==> images/congestion_map.png <==
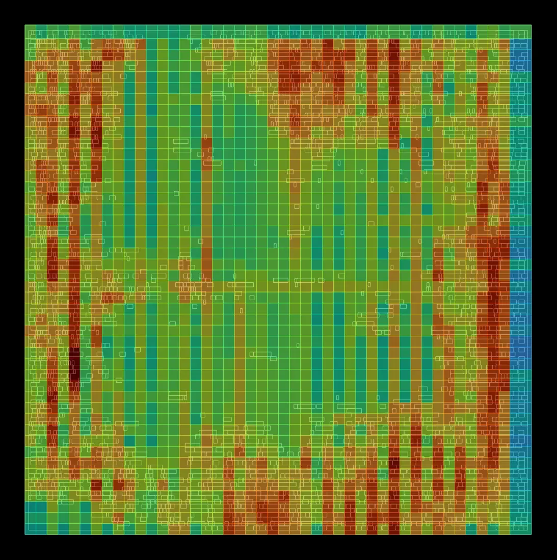
==> images/gates.png <==
Drawn at 1.5 px/um.
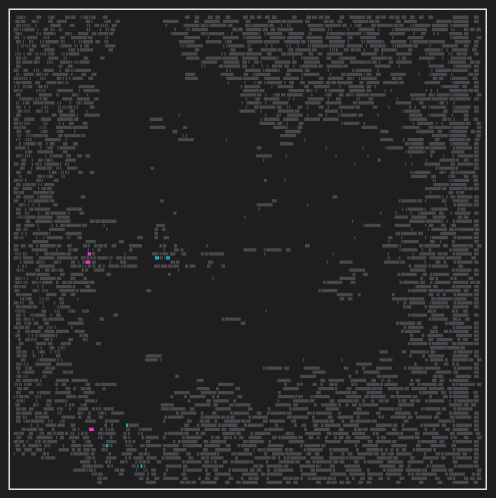
==> images/sizing.png <==
Drawn at 1.5 px/um.
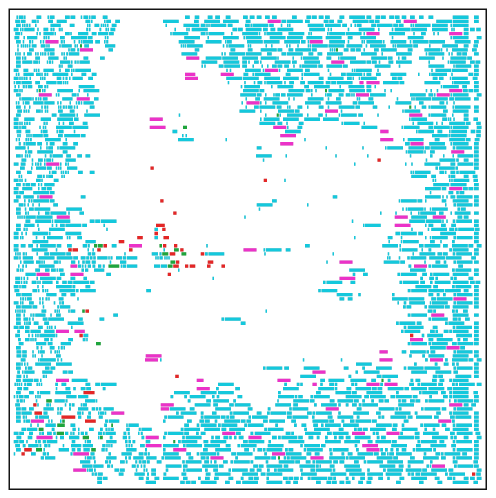
==> images/m2.png <==
Drawn at 1 px/um.
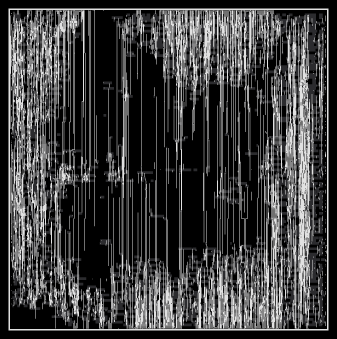
$ cat src/rtl/icache_refill_ctrl_if.sv
// Bundles the fetch, icache and memory-read signals of the icache refill
// controller. The controller side uses the master modport; the
// surrounding fetch/cache/memory environment uses the slave modport.
interface icache_refill_ctrl_if #(
   parameter int ADDR_WIDTH  = 64,
   parameter int BLOCK_WIDTH = 512,
   parameter int BEAT_WIDTH  = 64,
   parameter int CNT_WIDTH   = 32
);
   // fetch stage / icache lookup
   logic                   i_fetch_req;
   logic [ADDR_WIDTH-1:0]  i_fetch_addr;
   logic                   i_hit;
   logic                   o_stall;
   logic [ADDR_WIDTH-1:0]  o_cache_addr;
   logic                   o_cache_write_en;
   logic [BLOCK_WIDTH-1:0] o_cache_block;
   // memory read request channel
   logic                   o_mem_req_valid;
   logic                   i_mem_req_ready;
   logic [ADDR_WIDTH-1:0]  o_mem_req_addr;
   // memory read data channel
   logic                   i_mem_data_valid;
   logic                   o_mem_data_ready;
   logic [BEAT_WIDTH-1:0]  i_mem_data;
   logic                   i_mem_data_last;
   logic                   i_mem_error;
   // status
   logic                   o_fault;
   logic [CNT_WIDTH-1:0]   o_miss_count;

   modport master (
      input  i_fetch_req, i_fetch_addr, i_hit, i_mem_req_ready,
             i_mem_data_valid, i_mem_data, i_mem_data_last, i_mem_error,
      output o_stall, o_cache_addr, o_cache_write_en, o_cache_block,
             o_mem_req_valid, o_mem_req_addr, o_mem_data_ready,
             o_fault, o_miss_count
   );

   modport slave (
      output i_fetch_req, i_fetch_addr, i_hit, i_mem_req_ready,
             i_mem_data_valid, i_mem_data, i_mem_data_last, i_mem_error,
      input  o_stall, o_cache_addr, o_cache_write_en, o_cache_block,
             o_mem_req_valid, o_mem_req_addr, o_mem_data_ready,
             o_fault, o_miss_count
   );
endinterface

$ cat src/rtl/icache_refill_ctrl.sv
// Miss-handling controller for a direct-mapped instruction cache.
// On a miss it stalls fetch, requests the block-aligned line from memory,
// assembles the returned beats into one block, writes it into the cache
// with a single-cycle pulse and releases fetch. Malformed or erroring
// bursts abort the refill with a one-cycle fault pulse and no write.
module icache_refill_ctrl #(
   parameter int ADDR_WIDTH  = 64,
   parameter int BLOCK_WIDTH = 512,
   parameter int BEAT_WIDTH  = 64,
   parameter int CNT_WIDTH   = 32
) (
   input  logic                  i_clk,
   input  logic                  i_arst,
   icache_refill_ctrl_if.master  bus
);

   localparam int BEATS      = BLOCK_WIDTH / BEAT_WIDTH;
   localparam int BEAT_IDX_W = $clog2(BEATS);
   localparam int OFFSET_W   = $clog2(BLOCK_WIDTH / 8);

   typedef enum logic [2:0] {
      S_IDLE,
      S_REQ,
      S_FILL,
      S_WRITE,
      S_ABORT
   } state_t;

   state_t                  state_q, state_d;
   logic [ADDR_WIDTH-1:0]   blk_addr_q, blk_addr_d;
   logic [BEAT_IDX_W-1:0]   beat_cnt_q, beat_cnt_d;
   logic [BLOCK_WIDTH-1:0]  block_q, block_d;
   logic [CNT_WIDTH-1:0]    miss_cnt_q, miss_cnt_d;

   logic miss;
   logic final_beat;

   assign miss       = bus.i_fetch_req & ~bus.i_hit;
   assign final_beat = (beat_cnt_q == BEAT_IDX_W'(BEATS - 1));

   // Control state: FSM, latched block address, beat index and miss count.
   // NOTE: sequential state is updated with non-blocking assignments so every
   // register samples the pre-edge values regardless of block ordering.
   always_ff @(posedge i_clk) begin
      if (i_arst) begin
         state_q    <= S_IDLE;
         blk_addr_q <= '0;
         beat_cnt_q <= '0;
         miss_cnt_q <= '0;
      end else begin
         state_q    <= state_d;
         blk_addr_q <= blk_addr_d;
         beat_cnt_q <= beat_cnt_d;
         miss_cnt_q <= miss_cnt_d;
      end
   end

   // Block assembly buffer.
   // NOTE: the block data is meaningless until a full burst has landed, so it
   // is deliberately left out of reset; only the control path is reset.
   always_ff @(posedge i_clk) begin
      block_q <= block_d;
   end

   // Next-state logic and outputs for the refill sequence.
   // NOTE: every signal written here gets a default first, so no path through
   // the case statement can leave one unassigned and infer a latch.
   always_comb begin
      state_d    = state_q;
      blk_addr_d = blk_addr_q;
      beat_cnt_d = beat_cnt_q;
      block_d    = block_q;
      miss_cnt_d = miss_cnt_q;

      bus.o_stall          = 1'b1;
      bus.o_cache_addr     = blk_addr_q;
      bus.o_cache_write_en = 1'b0;
      bus.o_mem_req_valid  = 1'b0;
      bus.o_mem_data_ready = 1'b0;
      bus.o_fault          = 1'b0;

      unique case (state_q)
         S_IDLE: begin
            bus.o_cache_addr = bus.i_fetch_addr;
            bus.o_stall      = miss;
            if (miss) begin
               blk_addr_d = {bus.i_fetch_addr[ADDR_WIDTH-1:OFFSET_W], {OFFSET_W{1'b0}}};
               if (miss_cnt_q != {CNT_WIDTH{1'b1}}) begin
                  miss_cnt_d = miss_cnt_q + 1'b1;
               end
               state_d = S_REQ;
            end
         end
         S_REQ: begin
            bus.o_mem_req_valid = 1'b1;
            if (bus.i_mem_req_ready) begin
               beat_cnt_d = '0;
               state_d    = S_FILL;
            end
         end
         S_FILL: begin
            bus.o_mem_data_ready = 1'b1;
            if (bus.i_mem_data_valid) begin
               block_d[beat_cnt_q*BEAT_WIDTH +: BEAT_WIDTH] = bus.i_mem_data;
               beat_cnt_d = beat_cnt_q + 1'b1;
               // last must coincide exactly with the final beat; error wins
               if (bus.i_mem_error || (bus.i_mem_data_last != final_beat)) begin
                  state_d = S_ABORT;
               end else if (final_beat) begin
                  state_d = S_WRITE;
               end
            end
         end
         S_WRITE: begin
            bus.o_cache_write_en = 1'b1;
            state_d              = S_IDLE;
         end
         S_ABORT: begin
            bus.o_fault = 1'b1;
            state_d     = S_IDLE;
         end
         default: begin
            state_d = S_IDLE;
         end
      endcase
   end

   assign bus.o_mem_req_addr = blk_addr_q;
   assign bus.o_cache_block  = block_q;
   assign bus.o_miss_count   = miss_cnt_q;

endmodule

$ cat src/flat_wrapper.sv
// flat-port wrapper written by rule: the top's interface ports become plain ports
module icache_refill_ctrl_flat 
#(
   parameter int ADDR_WIDTH  = 64,
   parameter int BLOCK_WIDTH = 512,
   parameter int BEAT_WIDTH  = 64,
   parameter int CNT_WIDTH   = 32
)
  (i_clk, i_arst, bus_i_fetch_req, bus_i_fetch_addr, bus_i_hit, bus_i_mem_req_ready, bus_i_mem_data_valid, bus_i_mem_data, bus_i_mem_data_last, bus_i_mem_error, bus_o_stall, bus_o_cache_addr, bus_o_cache_write_en, bus_o_cache_block, bus_o_mem_req_valid, bus_o_mem_req_addr, bus_o_mem_data_ready, bus_o_fault, bus_o_miss_count);
  icache_refill_ctrl_if #(.ADDR_WIDTH(ADDR_WIDTH), .BLOCK_WIDTH(BLOCK_WIDTH), .BEAT_WIDTH(BEAT_WIDTH), .CNT_WIDTH(CNT_WIDTH)) bus_i ();
  input  logic i_clk;
  input  logic i_arst;
  input wire logic [$bits(bus_i.i_fetch_req)-1:0] bus_i_fetch_req;
  input wire logic [$bits(bus_i.i_fetch_addr)-1:0] bus_i_fetch_addr;
  input wire logic [$bits(bus_i.i_hit)-1:0] bus_i_hit;
  input wire logic [$bits(bus_i.i_mem_req_ready)-1:0] bus_i_mem_req_ready;
  input wire logic [$bits(bus_i.i_mem_data_valid)-1:0] bus_i_mem_data_valid;
  input wire logic [$bits(bus_i.i_mem_data)-1:0] bus_i_mem_data;
  input wire logic [$bits(bus_i.i_mem_data_last)-1:0] bus_i_mem_data_last;
  input wire logic [$bits(bus_i.i_mem_error)-1:0] bus_i_mem_error;
  output wire logic [$bits(bus_i.o_stall)-1:0] bus_o_stall;
  output wire logic [$bits(bus_i.o_cache_addr)-1:0] bus_o_cache_addr;
  output wire logic [$bits(bus_i.o_cache_write_en)-1:0] bus_o_cache_write_en;
  output wire logic [$bits(bus_i.o_cache_block)-1:0] bus_o_cache_block;
  output wire logic [$bits(bus_i.o_mem_req_valid)-1:0] bus_o_mem_req_valid;
  output wire logic [$bits(bus_i.o_mem_req_addr)-1:0] bus_o_mem_req_addr;
  output wire logic [$bits(bus_i.o_mem_data_ready)-1:0] bus_o_mem_data_ready;
  output wire logic [$bits(bus_i.o_fault)-1:0] bus_o_fault;
  output wire logic [$bits(bus_i.o_miss_count)-1:0] bus_o_miss_count;
  assign bus_i.i_fetch_req = bus_i_fetch_req;
  assign bus_i.i_fetch_addr = bus_i_fetch_addr;
  assign bus_i.i_hit = bus_i_hit;
  assign bus_i.i_mem_req_ready = bus_i_mem_req_ready;
  assign bus_i.i_mem_data_valid = bus_i_mem_data_valid;
  assign bus_i.i_mem_data = bus_i_mem_data;
  assign bus_i.i_mem_data_last = bus_i_mem_data_last;
  assign bus_i.i_mem_error = bus_i_mem_error;
  assign bus_o_stall = bus_i.o_stall;
  assign bus_o_cache_addr = bus_i.o_cache_addr;
  assign bus_o_cache_write_en = bus_i.o_cache_write_en;
  assign bus_o_cache_block = bus_i.o_cache_block;
  assign bus_o_mem_req_valid = bus_i.o_mem_req_valid;
  assign bus_o_mem_req_addr = bus_i.o_mem_req_addr;
  assign bus_o_mem_data_ready = bus_i.o_mem_data_ready;
  assign bus_o_fault = bus_i.o_fault;
  assign bus_o_miss_count = bus_i.o_miss_count;
  icache_refill_ctrl #(.ADDR_WIDTH(ADDR_WIDTH), .BLOCK_WIDTH(BLOCK_WIDTH), .BEAT_WIDTH(BEAT_WIDTH), .CNT_WIDTH(CNT_WIDTH)) u_core (.i_clk(i_clk), .i_arst(i_arst), .bus(bus_i));
endmodule
$ cat config.mk
export PLATFORM = sky130hd
export DESIGN_NAME = icache_refill_ctrl_flat
export DESIGN_NICKNAME = d
export VERILOG_FILES = /design/src/rtl/icache_refill_ctrl_if.sv /design/src/rtl/icache_refill_ctrl.sv /design/src/flat_wrapper.sv
export SDC_FILE = /design/constraint.sdc
export NUM_CORES = 1
export LEC_CHECK = 0
export CAP_MARGIN = 20
export CORE_AREA = 2 2 315 317
export CTS_CLUSTER_DIAMETER = 200
export DETAILED_ROUTE_END_ITERATION = 7
export DIE_AREA = 0 0 317 319
export SLEW_MARGIN = 20
export SYNTH_ARGS = -nofsm -noshare
export SYNTH_HDL_FRONTEND = slang
export SYNTH_SLANG_ARGS = --single-unit
$ cat constraint.sdc
create_clock -name i_clk -period 23.8 [get_ports i_clk]
set_input_delay 2.38 -clock i_clk [delete_from_list [all_inputs] [get_ports i_clk]]
set_output_delay 2.38 -clock i_clk [all_outputs]
set_load 0.01 [all_outputs]
==> results_dict.tcl <==
# flow metrics
set metrics [dict create \
    post-place-ws_ns 17.16 \
    top_logic_kind "simple AND/OR/NAND/NOR gates" \
    grt_pass1_wl_um 137000 \
    ys_sh_simple_pct 20.07 \
    status "completed" \
    power_frac_comb_pct 6.7 \
    ys_sh_aoi_pct 3.013 \
    hold_path.class "reg -> reg" \
    common_cells "edfxtp_1 (512), nand2_1 (374), nor2_1 (287), and2_1 (264), dfxtp_1 (96)" \
    synth_area_per_cell_um2 12.53 \
    synth.most_common_cell "edfxtp_1" \
    finalClockSkew_ns 0.03009 \
    die-area_mm2 0.1011 \
    switching_power_uw 561.2 \
    topCellsByArea "edfxtp_1 (66%), dfxtp_1 (8.2%), and2_1 (7.1%), nand2_1 (6.0%), nor2_1 (4.6%)" \
    hpwl_um 74080 \
    total_power_uw 2413 \
    clkPwrFrac_pct 45.5 \
    r2r_end "u_core.bus.o_cache_block[12]$_DFFE_PP_" \
    xor_share_pct 0.3740 \
    p_leak_uw 0.01195 \
    cp-start-kind "primary input" \
    adder_share_pct 0.3206 \
    areaGrowthSynthToFinish_pct 50.57 \
    warning_count 28 \
    postCtsSetupBuffers 0 \
    seq_power_uw 1150 \
    numSynthFlops 608 \
    antenna_found_initial 16 \
    drt-initial-drc-count 1213 \
    ant_nets 0 \
    grt_usage_pct 19.67 \
    ys_area_mm2 0.02342 \
    cp-end-kind "output port" \
    rsz0062_at_grt "no" \
    fin_crit_sh_pct 27.54 \
    ff_type "edfxtp_1" \
    vias_per_cell 4.344 \
    top_area_share_pct 65.66 \
    clock.latency.late_pin_ns 0.65 \
    largestPowerGroup "registers" \
    relSlewSlack_pct 24.07 \
    rows 115 \
]
About congestion_map.png:
GR Util met1: 20.31%
GR Util met2: 35.15%
fin util: 36.09%

About gates.png:
cyan -> inv cells  # cells 7
magenta -> non-inverting ao/oa cells  # cells 3

About sizing.png:
red -> x3 and x4  # cells 41
magenta -> x6 and larger  # cells 89
green -> x2  # cells 31
cyan -> x1 and smaller  # cells 2554

About m2.png:
wire length on this layer = 52.3 mm
share of all routed wire = 51%
nets with wire on the layer = 2314
longest straight run = 216 um
Vias: 17421
Detailed Route WL: 102300 um

-- cells by family (layout without fill, tap and decap cells) --
group,after synthesis,in the layout
buffers and inverters,118,959
muxes,4,4
DFF,608,608
other,1,14
AOI/OAI and AO/OA,115,115
xor gates and xnor gates,10,10
and+or+nand+nor,1007,1007
adders and majority gates,6,6
-- layout make-up --
cell class	instances	area, um^2
clock buffers	82	1838
multi-input cells	1148	5751
diodes	8	20.02
repair buffers	830	8245
fillers	9578	62440
clock inverters	40	470.5
flip-flops and latches	608	17300
inverters	7	26.28
well taps	1287	1610
-- worst max-delay path: stages --
cell and delay, ns:
clkdlybuf4s50_1 0.51, nand2b_1 0.45, nand2_1 0.25, clkdlybuf4s50_1 0.57
